[src/rtl/serial_tx_arbiter.sv]
// serial_tx_arbiter
//   Shares one memory-mapped serial transmit port between two byte producers.
//   Requester A is the CPU-side I/O write path, and requester B is the
//   debug/monitor path. Each requester feeds its own FIFO. A round-robin
//   scheduler drains the FIFOs and issues one-cycle write strobes. It paces
//   the strobes by the port's busy flag, with a timeout in case busy never
//   rises.
//
//   Optional feature: define SERIAL_ARB_DROP_CNT_EN to add the aDrops and
//   bDrops outputs. Each is a saturating count of bytes dropped on a push
//   into a full FIFO.
//
// Ports
//   clk, rst_n        clock; synchronous active-low reset
//   aData/aWe/aFull   requester A byte, push strobe, FIFO full
//   bData/bWe/bFull   requester B byte, push strobe, FIFO full
//   serialOut         registered byte to the serial port
//   serialWe          registered one-cycle write strobe
//   serialBusy        serial port busy flag
//   lastGrant         0 = last byte came from A, 1 = from B
//   idle              state IDLE and both FIFOs empty
//   aDrops/bDrops     (SERIAL_ARB_DROP_CNT_EN only) drop counters

// Per-requester FIFO. Full is judged on the pre-edge count, so a push at
// full is dropped even if a pop happens in the same cycle.
module serial_tx_arbiter_fifo #(
  parameter int DEPTH = 4
) (
  input  logic       clk,
  input  logic       rst_n,
  input  logic [7:0] i_data,
  input  logic       i_we,
  input  logic       i_pop,
  output logic [7:0] o_head,
  output logic       o_full,
  output logic       o_empty
`ifdef SERIAL_ARB_DROP_CNT_EN
  ,
  output logic [7:0] o_drops
`endif
);
  localparam int PW = $clog2(DEPTH);
  localparam int CW = PW + 1;

  logic [7:0]    r_mem [DEPTH];
  logic [PW-1:0] r_wptr, r_rptr;
  logic [CW-1:0] r_cnt;
  logic          w_push, w_pop;

  assign o_full  = (r_cnt == CW'(DEPTH));
  assign o_empty = (r_cnt == '0);
  assign w_push  = i_we && !o_full;
  assign w_pop   = i_pop && !o_empty;
  assign o_head  = r_mem[r_rptr];

  // Storage carries no reset; only pointers and count define contents.
  always_ff @(posedge clk) begin
    if (w_push && rst_n) r_mem[r_wptr] <= i_data;
  end

  always_ff @(posedge clk) begin
    if (!rst_n) begin
      r_wptr <= '0;
      r_rptr <= '0;
      r_cnt  <= '0;
    end else begin
      if (w_push) r_wptr <= r_wptr + PW'(1);
      if (w_pop)  r_rptr <= r_rptr + PW'(1);
      case ({w_push, w_pop})
        2'b10:   r_cnt <= r_cnt + CW'(1);
        2'b01:   r_cnt <= r_cnt - CW'(1);
        default: r_cnt <= r_cnt;
      endcase
    end
  end

`ifdef SERIAL_ARB_DROP_CNT_EN
  logic [7:0] r_drops;
  assign o_drops = r_drops;

  always_ff @(posedge clk) begin
    if (!rst_n)                                r_drops <= '0;
    else if (i_we && o_full && r_drops != 8'hFF) r_drops <= r_drops + 8'd1;
  end
`endif
endmodule

module serial_tx_arbiter #(
  parameter int DEPTH        = 4,
  parameter int BUSY_TIMEOUT = 4
) (
  input  logic       clk,
  input  logic       rst_n,
  input  logic [7:0] aData,
  input  logic       aWe,
  output logic       aFull,
  input  logic [7:0] bData,
  input  logic       bWe,
  output logic       bFull,
  output logic [7:0] serialOut,
  output logic       serialWe,
  input  logic       serialBusy,
  output logic       lastGrant,
  output logic       idle
`ifdef SERIAL_ARB_DROP_CNT_EN
  ,
  output logic [7:0] aDrops,
  output logic [7:0] bDrops
`endif
);
  localparam int TW = $clog2(BUSY_TIMEOUT + 1);

  typedef enum logic [1:0] {S_IDLE, S_SEND, S_WAIT_BUSY, S_WAIT_DONE} state_t;

  state_t        r_state, w_nxt;
  logic [7:0]    r_out;
  logic          r_we, r_last;
  logic [TW-1:0] r_timer;

  // Index 0 = requester A, 1 = requester B.
  logic [1:0][7:0] w_din, w_head;
  logic [1:0]      w_we, w_pop, w_full, w_empty;
  logic            w_grant, w_sel_b;

  assign w_din = {bData, aData};
  assign w_we  = {bWe, aWe};

`ifdef SERIAL_ARB_DROP_CNT_EN
  logic [1:0][7:0] w_drops;
  assign aDrops = w_drops[0];
  assign bDrops = w_drops[1];
`endif

  for (genvar g = 0; g < 2; g++) begin : g_req
    serial_tx_arbiter_fifo #(.DEPTH(DEPTH)) u_fifo (
      .clk     (clk),
      .rst_n   (rst_n),
      .i_data  (w_din[g]),
      .i_we    (w_we[g]),
      .i_pop   (w_pop[g]),
      .o_head  (w_head[g]),
      .o_full  (w_full[g]),
      .o_empty (w_empty[g])
`ifdef SERIAL_ARB_DROP_CNT_EN
      ,
      .o_drops (w_drops[g])
`endif
    );
  end

  assign aFull     = w_full[0];
  assign bFull     = w_full[1];
  assign serialOut = r_out;
  assign serialWe  = r_we;
  assign lastGrant = r_last;
  assign idle      = (r_state == S_IDLE) && (&w_empty);

  always_comb begin
    w_nxt   = r_state;
    w_pop   = '0;
    w_grant = 1'b0;
    // B wins when it alone has data, or when both have data and A went last.
    w_sel_b = !w_empty[1] && (w_empty[0] || !r_last);
    case (r_state)
      S_IDLE: begin
        if (!(&w_empty)) begin
          w_grant = 1'b1;
          w_pop   = w_sel_b ? 2'b10 : 2'b01;
          w_nxt   = S_SEND;
        end
      end
      S_SEND: w_nxt = S_WAIT_BUSY;
      S_WAIT_BUSY: begin
        // A port that never raises busy is assumed to have taken the byte.
        if (serialBusy)                         w_nxt = S_WAIT_DONE;
        else if (r_timer == TW'(BUSY_TIMEOUT - 1)) w_nxt = S_IDLE;
      end
      S_WAIT_DONE: if (!serialBusy) w_nxt = S_IDLE;
      default: w_nxt = S_IDLE;
    endcase
  end

  always_ff @(posedge clk) begin
    if (!rst_n) begin
      r_state <= S_IDLE;
      r_out   <= '0;
      r_we    <= 1'b0;
      r_last  <= 1'b1;
      r_timer <= '0;
    end else begin
      r_state <= w_nxt;
      r_we    <= w_grant;
      if (w_grant) begin
        r_out  <= w_head[w_sel_b];
        r_last <= w_sel_b;
      end
      if (r_state == S_SEND)                        r_timer <= '0;
      else if (r_state == S_WAIT_BUSY && !serialBusy) r_timer <= r_timer + TW'(1);
    end
  end
endmodule
[config.mk]
export PLATFORM = sky130hd
export DESIGN_NAME = serial_tx_arbiter
export DESIGN_NICKNAME = d
export VERILOG_FILES = /design/src/rtl/serial_tx_arbiter.sv
export SDC_FILE = /design/constraint.sdc
export NUM_CORES = 1
export LEC_CHECK = 0
export CELL_PAD_IN_SITES_DETAIL_PLACEMENT = 0
export CELL_PAD_IN_SITES_GLOBAL_PLACEMENT = 1
export CORE_ASPECT_RATIO = 0.7
export CORE_MARGIN = 2
export CORE_UTILIZATION = 43
export DETAILED_ROUTE_END_ITERATION = 10
export MAX_ROUTING_LAYER = met4
export PLACE_DENSITY_LB_ADDON = 0.1
export SKIP_LAST_GASP = 1
export SYNTH_ARGS = -nofsm -noshare
export SYNTH_HDL_FRONTEND = slang
export SYNTH_SLANG_ARGS = --single-unit
[constraint.sdc]
create_clock -name clk -period 2.78 [get_ports clk]
set_clock_uncertainty 0.1 [all_clocks]
set_input_delay 0.417 -clock clk [delete_from_list [all_inputs] [get_ports clk]]
set_output_delay 0.417 -clock clk [all_outputs]
set_load 0.03 [all_outputs]
placed.png
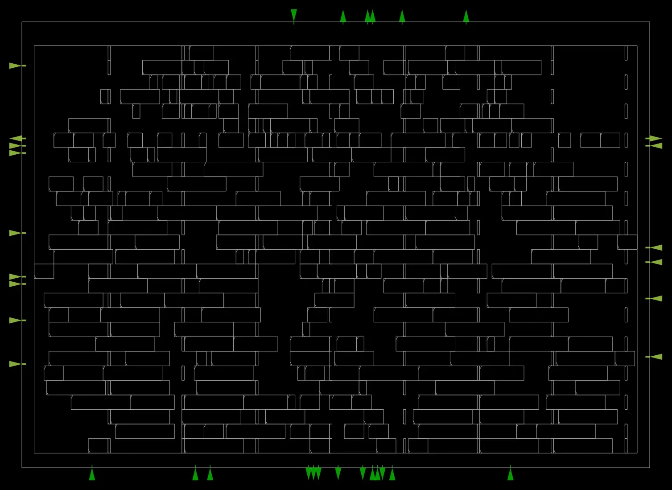
# fillers: 687
final core occ: 54.23%
Core Area: 0.008583 mm^2

ff_map.png
Other sequential cells in the stronger grey, the rest of the logic in the fainter grey.
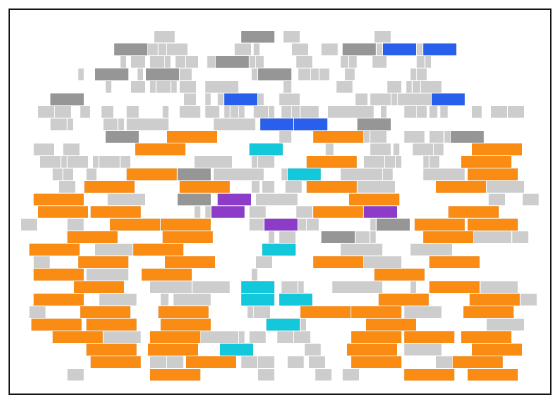
Cyan shows `serialOut`, flops 8. Orange shows `g_req.u_fifo.r_mem`, flops 64. Purple shows `g_req.u_fifo.r_rptr`, flops 4, where middle. Blue shows `g_req.u_fifo.r_cnt`, flops 6.
Another 15 sequential cells are not coloured.

route_heat.png
Scale bar: 20 um. The die is cut into 23 by 17 equal tiles; black is low, pale yellow is high, scaled to the fullest tile. Values are wire area over tile area, all layers added.
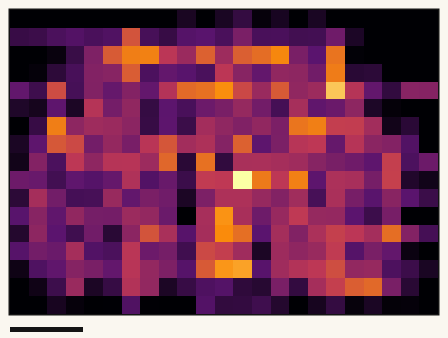
The fullest tile reaches 0.37. The densest ninth of the die: middle. The mean over all tiles is 0.11. The emptiest ninth of the die: top right. 15% of the tiles are nearly empty.

class_map.png
Fill, decap, tap and diode cells in grey.
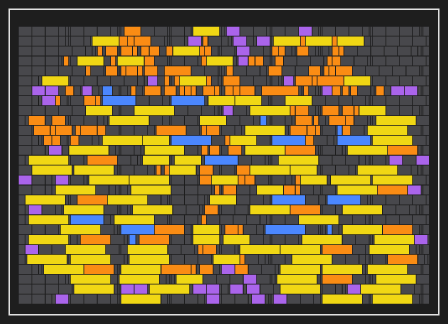
Purple shows remaining buffers and delay cells, cells 39, share of their area 8.3%. Orange shows remaining logic cells, cells 140, share of their area 27%. Yellow shows registers, cells 97, share of their area 57%. Blue shows clock drivers and dummy loads, cells 16, share of their area 6.9%.

closeup.png
Scale bar: 20 um. Region (4, 0) to (54, 50) um. Cells in grey, sequential cells in the stronger grey; small squares are vias.
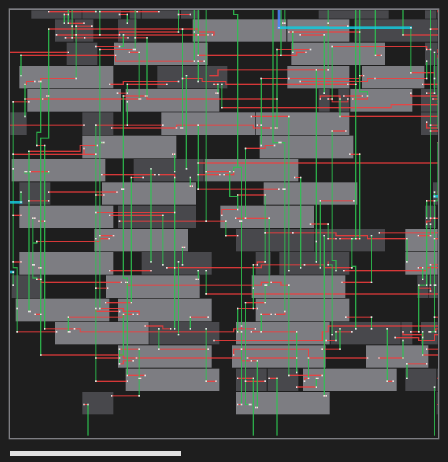
Green shows M2. Red shows M1. Cyan shows M3. Blue shows M4.
Sequential cells in the window: 37. Most frequent: edfxtp_1 (30), clkdlybuf4s50_1 (9). 69 logic cells have their middle in the window. Netlist names of flops here include `g_req.u_fifo.r_mem` (30), `serialOut` (3), `g_req.u_fifo.r_rptr` (2).

==> impl_metrics.ini <==
; flow metrics
[outcome]
status = complete, no violations

[synthesis]
adder_share_pct = 4.919
syn_area_per_cell_um2 = 15.40
synth.most_common_cell = edfxtp_1
fp_nets = 286
top_cell_area_share_pct = 49.71
synthCells = 251

[route]
met1Wirelength_um = 3489
routed_wl_um = 6776
firstDrtPassIters = 4
detail_route.wl_per_cell_um = 16.45

[global_route]
grt_use_total_pct = 15.35
grt_use_met1_pct = 22.07
antenna_found_initial = 0
grt_use_met3_pct = 4.945
gr-usage-met2_pct = 21.16

[cts]
path_clk_slew_ns = 0.07
htree_num_levels = 3

[worst_setup_path]
rr_worst_depth = 8
crit_type = reg2reg

[sta]
whs_ns = 0.3955
setup_slack_ns = 0.1994
max_slew.worst_pin.slew_ns = 0.5485

[power_and_ir_drop]
p_seq_share_pct = 41.1
p_per_area_mw_per_mm2 = 1060
clk-power_mw = 1.26
p_total_mw = 4.934
combPwrFrac_pct = 33.3

[min_path]
holdPathStages = 2
worstHoldStart = r_timer[2]

[die]
die_h_um = 83.34
io_pins = 34

[finish]
logic_area_mm2 = 0.001180
finalInstanceArea_mm2 = 0.004654
buffer_area_share_pct = 8.065
layout-drive-gt1-share_pct = 14.38
largest_register_ffs = 64
clkCellAreaFrac_pct = 6.667
